`config.mk`:
```
export PLATFORM = sky130hd
export DESIGN_NAME = fetch_sequencer
export DESIGN_NICKNAME = d
export VERILOG_FILES = /design/src/rtl/fetch_sequencer.sv
export SDC_FILE = /design/constraint.sdc
export NUM_CORES = 1
export LEC_CHECK = 0
export CAP_MARGIN = 20
export CORE_MARGIN = 5
export CORE_UTILIZATION = 44
export CTS_BUF_LIST = sky130_fd_sc_hd__clkbuf_16
export DETAILED_ROUTE_END_ITERATION = 8
export PLACE_DENSITY = 0.8
export SKIP_CTS_REPAIR_TIMING = 1
export SYNTH_ARGS = -nofsm -noshare
export SYNTH_HDL_FRONTEND = slang
export SYNTH_SLANG_ARGS = --single-unit
```
`constraint.sdc`:
```
create_clock -name clk -period 2.6 [get_ports clk]
set_clock_uncertainty 0.05 [all_clocks]
set_input_delay 0.65 -clock clk [delete_from_list [all_inputs] [get_ports clk]]
set_output_delay 0.65 -clock clk [all_outputs]
set_load 0.02 [all_outputs]
```
`src/rtl/fetch_sequencer.sv`:
```
// fetch_sequencer
//   Sequences instruction fetch from a 16-bit, byte-addressed instruction memory
//   with a combinational read. It owns the program counter, registers each
//   fetched word and presents it to decode over a valid/ready handshake. It
//   handles branch redirects, backpressure stalls, halt on a terminator word and
//   halt on running past the end of the program.
//
// Ports
//   clk, rst         : clock (rising edge), asynchronous active-high reset
//   start            : one-cycle pulse, (re)starts fetch from RESET_PC
//   redirect_valid   : branch/jump taken this cycle
//   redirect_pc      : branch target byte address (bit 0 is ignored)
//   mem_addr         : byte address to instruction memory (equals pc)
//   mem_rdata        : instruction word returned for mem_addr, same cycle
//   instr_valid      : instr_out/instr_pc hold a valid instruction
//   instr_out        : registered instruction word
//   instr_pc         : byte address of instr_out
//   instr_ready      : decode accepts the presented instruction this cycle
//   halted           : high while in HALT
//   pc               : current fetch PC
//   fetch_count      : accepted instructions, saturating at 16'hFFFF
module fetch_sequencer #(
  parameter logic [15:0] RESET_PC  = 16'h0000,
  parameter logic [15:0] PROG_END  = 16'h0032,
  parameter logic [15:0] HALT_WORD = 16'h0000
) (
  input  logic        clk,
  input  logic        rst,
  input  logic        start,
  input  logic        redirect_valid,
  input  logic [15:0] redirect_pc,
  output logic [15:0] mem_addr,
  input  logic [15:0] mem_rdata,
  output logic        instr_valid,
  output logic [15:0] instr_out,
  output logic [15:0] instr_pc,
  input  logic        instr_ready,
  output logic        halted,
  output logic [15:0] pc,
  output logic [15:0] fetch_count
);

  typedef enum logic [1:0] {
    S_IDLE  = 2'd0,
    S_FETCH = 2'd1,
    S_HALT  = 2'd2
  } state_t;

  state_t      state_q, state_d;
  logic [15:0] pc_q, pc_d;
  logic        valid_q, valid_d;
  logic [15:0] out_q, out_d;
  logic [15:0] ipc_q, ipc_d;
  logic [15:0] count_q, count_d;

  logic        xfer;
  logic        slot_free;

  // Saturating increment for the accepted-instruction counter.
  function automatic logic [15:0] sat_inc(input logic [15:0] v);
    return (v == 16'hFFFF) ? v : v + 16'd1;
  endfunction

  assign xfer      = valid_q & instr_ready;
  assign slot_free = ~valid_q | instr_ready;

  always_comb begin
    state_d = state_q;
    pc_d    = pc_q;
    valid_d = valid_q;
    out_d   = out_q;
    ipc_d   = ipc_q;
    // The handshake completes even when a redirect or start flushes the slot.
    count_d = xfer ? sat_inc(count_q) : count_q;

    if (start) begin
      state_d = S_FETCH;
      pc_d    = RESET_PC;
      valid_d = 1'b0;
    end else if (redirect_valid) begin
      pc_d = redirect_pc & 16'hFFFE;
      // In IDLE a redirect only preloads the PC; fetch still waits for start.
      if (state_q != S_IDLE) begin
        state_d = S_FETCH;
        valid_d = 1'b0;
      end
    end else if (state_q == S_FETCH && slot_free) begin
      if (pc_q >= PROG_END || mem_rdata == HALT_WORD) begin
        state_d = S_HALT;
        valid_d = 1'b0;
      end else begin
        out_d   = mem_rdata;
        ipc_d   = pc_q;
        valid_d = 1'b1;
        pc_d    = pc_q + 16'd2;
      end
    end
  end

  always_ff @(posedge clk or posedge rst) begin
    if (rst) begin
      state_q <= S_IDLE;
      pc_q    <= RESET_PC;
      valid_q <= 1'b0;
      out_q   <= 16'h0000;
      ipc_q   <= 16'h0000;
      count_q <= 16'h0000;
    end else begin
      state_q <= state_d;
      pc_q    <= pc_d;
      valid_q <= valid_d;
      out_q   <= out_d;
      ipc_q   <= ipc_d;
      count_q <= count_d;
    end
  end

  assign mem_addr    = pc_q;
  assign pc          = pc_q;
  assign instr_valid = valid_q;
  assign instr_out   = out_q;
  assign instr_pc    = ipc_q;
  assign halted      = (state_q == S_HALT);
  assign fetch_count = count_q;

endmodule

```
Run 1, gate families picked out:
Bar = 20 um.
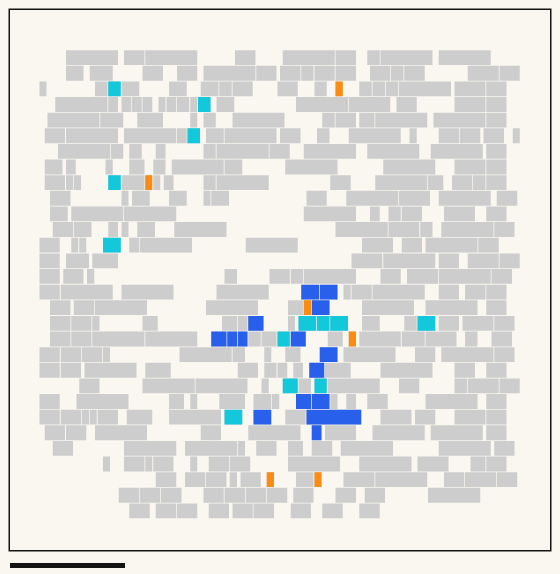
| color | family | cells |
|---|---|---|
| cyan | AND and OR gates | 13 |
| orange | inverters | 6 |
| blue | inverting AOI/OAI gates | 15 |
non-filler instance count after layout: 468
fraction of standard cell area in multi-input logic: 27.85%
top logic cell by instance count in the layout: clkdlybuf4s50_1

Run 1, ports around the boundary:
Pins as bars across the die edge, other pins in gray.
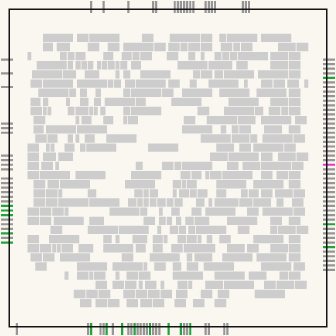
| color | port | pins | direction | edge |
|---|---|---|---|---|
| magenta | redirect_valid | 1 | input | right |
| green | mem_addr | 16 | output | 8 bottom, 5 left, 3 right |
count of port buffers added during placement: 114
die height: 93.96 um
horizontal die dimension: 93.96 um

==> run notes, run 1 <==
The flow completed. The flow ran to the end, and the final reports show no timing, DRC or antenna violations. Among cell families on the critical path, the largest total delay comes from buffers and inverters. The later pin in the worst-skew pair is clocked with a latency of 320 ps. Per STA, the worst path is made up of clkdlybuf4s50_1 > nor4_1 > buf_4 > nand4_1 > and4_1 > buf_12 > mux2_1. The global router reports that the layer with the highest usage is met2. The dominant power group in this design is registers. Cell depth of the worst setup path landed at 7.

CTS placed an instance of clkbuf_16 at the clock tree root. The synthesized netlist devotes between 15 and 20% of its cell area to simple gates. Setup repair after global routing left no endpoint under its margin.

The gate-level netlist out of Yosys references 43 unique cell types. On met1, the global router reports a usage of 23.76%. Met3 track utilization from global routing landed at ~3.8%.

Count of boundary I/O pins landed at around 120. Per the timing report, the most critical flop-to-flop path originates at mem_addr[1]. Looking at the power breakdown, combinational cells take around a third of the total. The critical path ends at instr_out[15]. Per the detail_route log, the uppermost layer with routed signals is met3.

Transition time at the pin with the least slew margin landed at ~550 ps. Entering global routing, the biggest net connects ~66 pins. Power drawn by the combinational cells landed at between 1000 and 1500 uW. Part of the power in registers landed at 38.0%. According to the cell report, the number of logic gates is around 160.

The flow reports an fmax of between 400 and 500 MHz. From the final report, the count of setup violators was given as 0. In this run, the clock network consumes between 30% and 40% of the power. The analysis attributes to cell leakage a power of between 0.002 and 0.0025 uW.

Adder and majority gate portion of the synthesized area landed at 0.8068%. Final critical-path required period landed at approximately 2300 ps. STA classifies the critical path endpoint as a flop. Antenna diode count landed at 0. Fraction of layout cells with a size suffix above 1 landed at 14.52%. Count of non-CTS inverters in the layout landed at 6. DRC violations left landed at 0. The finished design was reported to have a net count of between 400 and 500. Accumulated negative setup slack landed at 0 ps. The tool warning count for the run is 27.

Looking at the VDD voltage map, the peak drop is approximately 500 uV. The critical path starts at mem_rdata[1]. Including well taps, the total number of placed cells is ~450. Count of plain and timing-repair buffers in the layout landed at 125.

Internal power of the cells landed at ~2500 uW. Wire segments on met3 add up to between 400 and 500 um in the final route. The synthesized netlist has a Yosys-reported chip area of slightly above 3000 sq um. The fraction of final cell area spent on clock buffers and inverters in this run is between 5 and 6%.
Run 1, signal wires by layer:
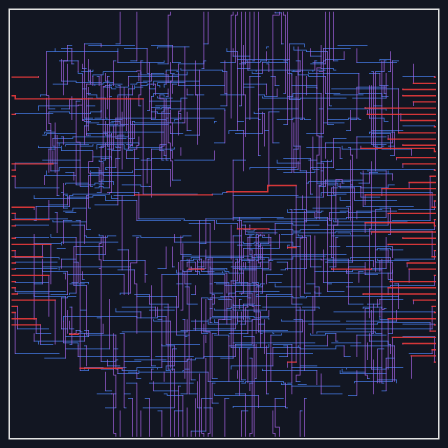
| color | layer | wire length |
|---|---|---|
| red | met3 | 482 um |
| purple | met2 | 3670 um |
| blue | met1 | 3410 um |
total number of vias: 2371
final wirelength: 7558 um
Routed wire per std cell: 16.15 um
GRT Resource Usage Total: 17.78%

==> run 1 -> run 2 <==
--- a/config.mk
+++ b/config.mk
@@ -5,11 +5,11 @@
 export SDC_FILE = /design/constraint.sdc
 export NUM_CORES = 1
 export LEC_CHECK = 0
-export CAP_MARGIN = 20
 export CORE_MARGIN = 5
 export CORE_UTILIZATION = 44
 export CTS_BUF_LIST = sky130_fd_sc_hd__clkbuf_16
 export DETAILED_ROUTE_END_ITERATION = 8
+export HOLD_SLACK_MARGIN = 0.02
 export PLACE_DENSITY = 0.8
 export SKIP_CTS_REPAIR_TIMING = 1
 export SYNTH_ARGS = -nofsm -noshare
Run 2, clock nets:
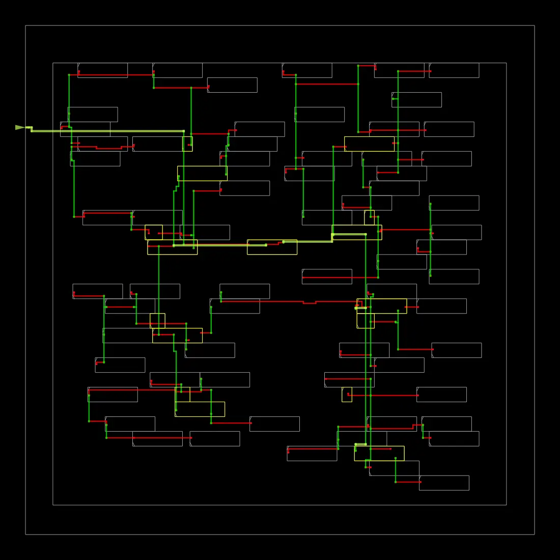
sinks on the clock net: 65
number of flip-flops and latches: 65
Clk Latency, worst-skew pair: 320 ps

==> run notes, run 2 <==
The flow completed. The run finished with clean final reports. STA classifies the critical path endpoint as a flop. The count of placed standard cells in the final layout, fillers left out is 468 (unchanged).

The transition time at the pin with the least slew margin was 550.8 ps (unchanged). Tracing the worst setup path back leads to its startpoint at mem_rdata[1]. Achievable clock frequency landed at 435.8 MHz (unchanged). Count of tool warnings landed at 27 (unchanged).

Simple-gate share of the synthesized area landed at 16.34% (unchanged). Cell depth of the worst setup path landed at 7 (unchanged). Setup repair after global routing left no endpoint under its margin. Number of placed instances with taps included landed at 452 (unchanged). Listed in order, past its start point the critical path passes clkdlybuf4s50_1 > nor4_1 > buf_4 > nand4_1 > and4_1 > buf_12 > mux2_1. The number of nets in the layout is 406 (unchanged).

The total number of multi-input combinational cells came to 160 (unchanged). Sum of met3 wire segment lengths after detailed routing landed at 482 um (unchanged). Looking at the clock tree report, the root buffer type is clkbuf_16. Antenna diode count landed at 0 (unchanged). The highest metal layer carrying signal wires in the routed design is met3. The kind of cell with the highest combined delay along the critical path is buffers and inverters. The peak ir drop on the vdd network is 501.7 uV (unchanged). The total global-route track usage is 17.78% (unchanged). The accumulated negative setup slack is 0 ps (unchanged). Total length of routed wires landed at 7558 um (unchanged). The fraction of layout cells with a size suffix above 1 was 14.52% (unchanged). The part of the total power dissipated in the clock network came to 30.4% (about the same). The met3 track utilization from global routing was 3.766% (unchanged). Count of boundary I/O pins landed at 119 (unchanged). The largest net degree at the start of global routing came to 66 (unchanged). The count of non-CTS inverters in the layout was 6 (unchanged). The clock distribution area overhead in the final layout is 5.981% (unchanged). Count of endpoints failing setup in the final report landed at 0 (unchanged). The worst register-to-register path begins at mem_addr[1]. According to the timing report, the critical path is captured at instr_out[15].
Run 2, register map, names as in the netlist:
Other sequential cells in the stronger gray, the rest of the logic in the fainter gray.
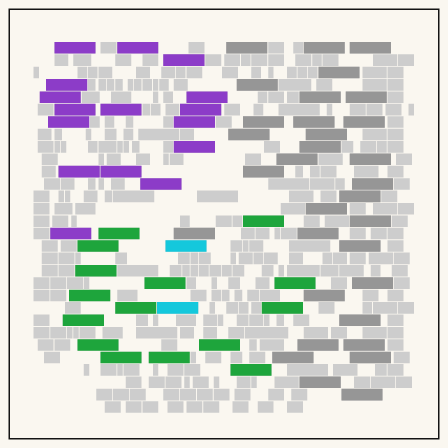
| color | name in the netlist | flops |
|---|---|---|
| cyan | state_q | 2 |
| green | mem_addr | 15 |
| purple | fetch_count | 16 |
power attributed to sequential cells: 1350 uW
register area: 1627 sq um

Power figures rest on the tool's default switching activity, not on a simulated workload.
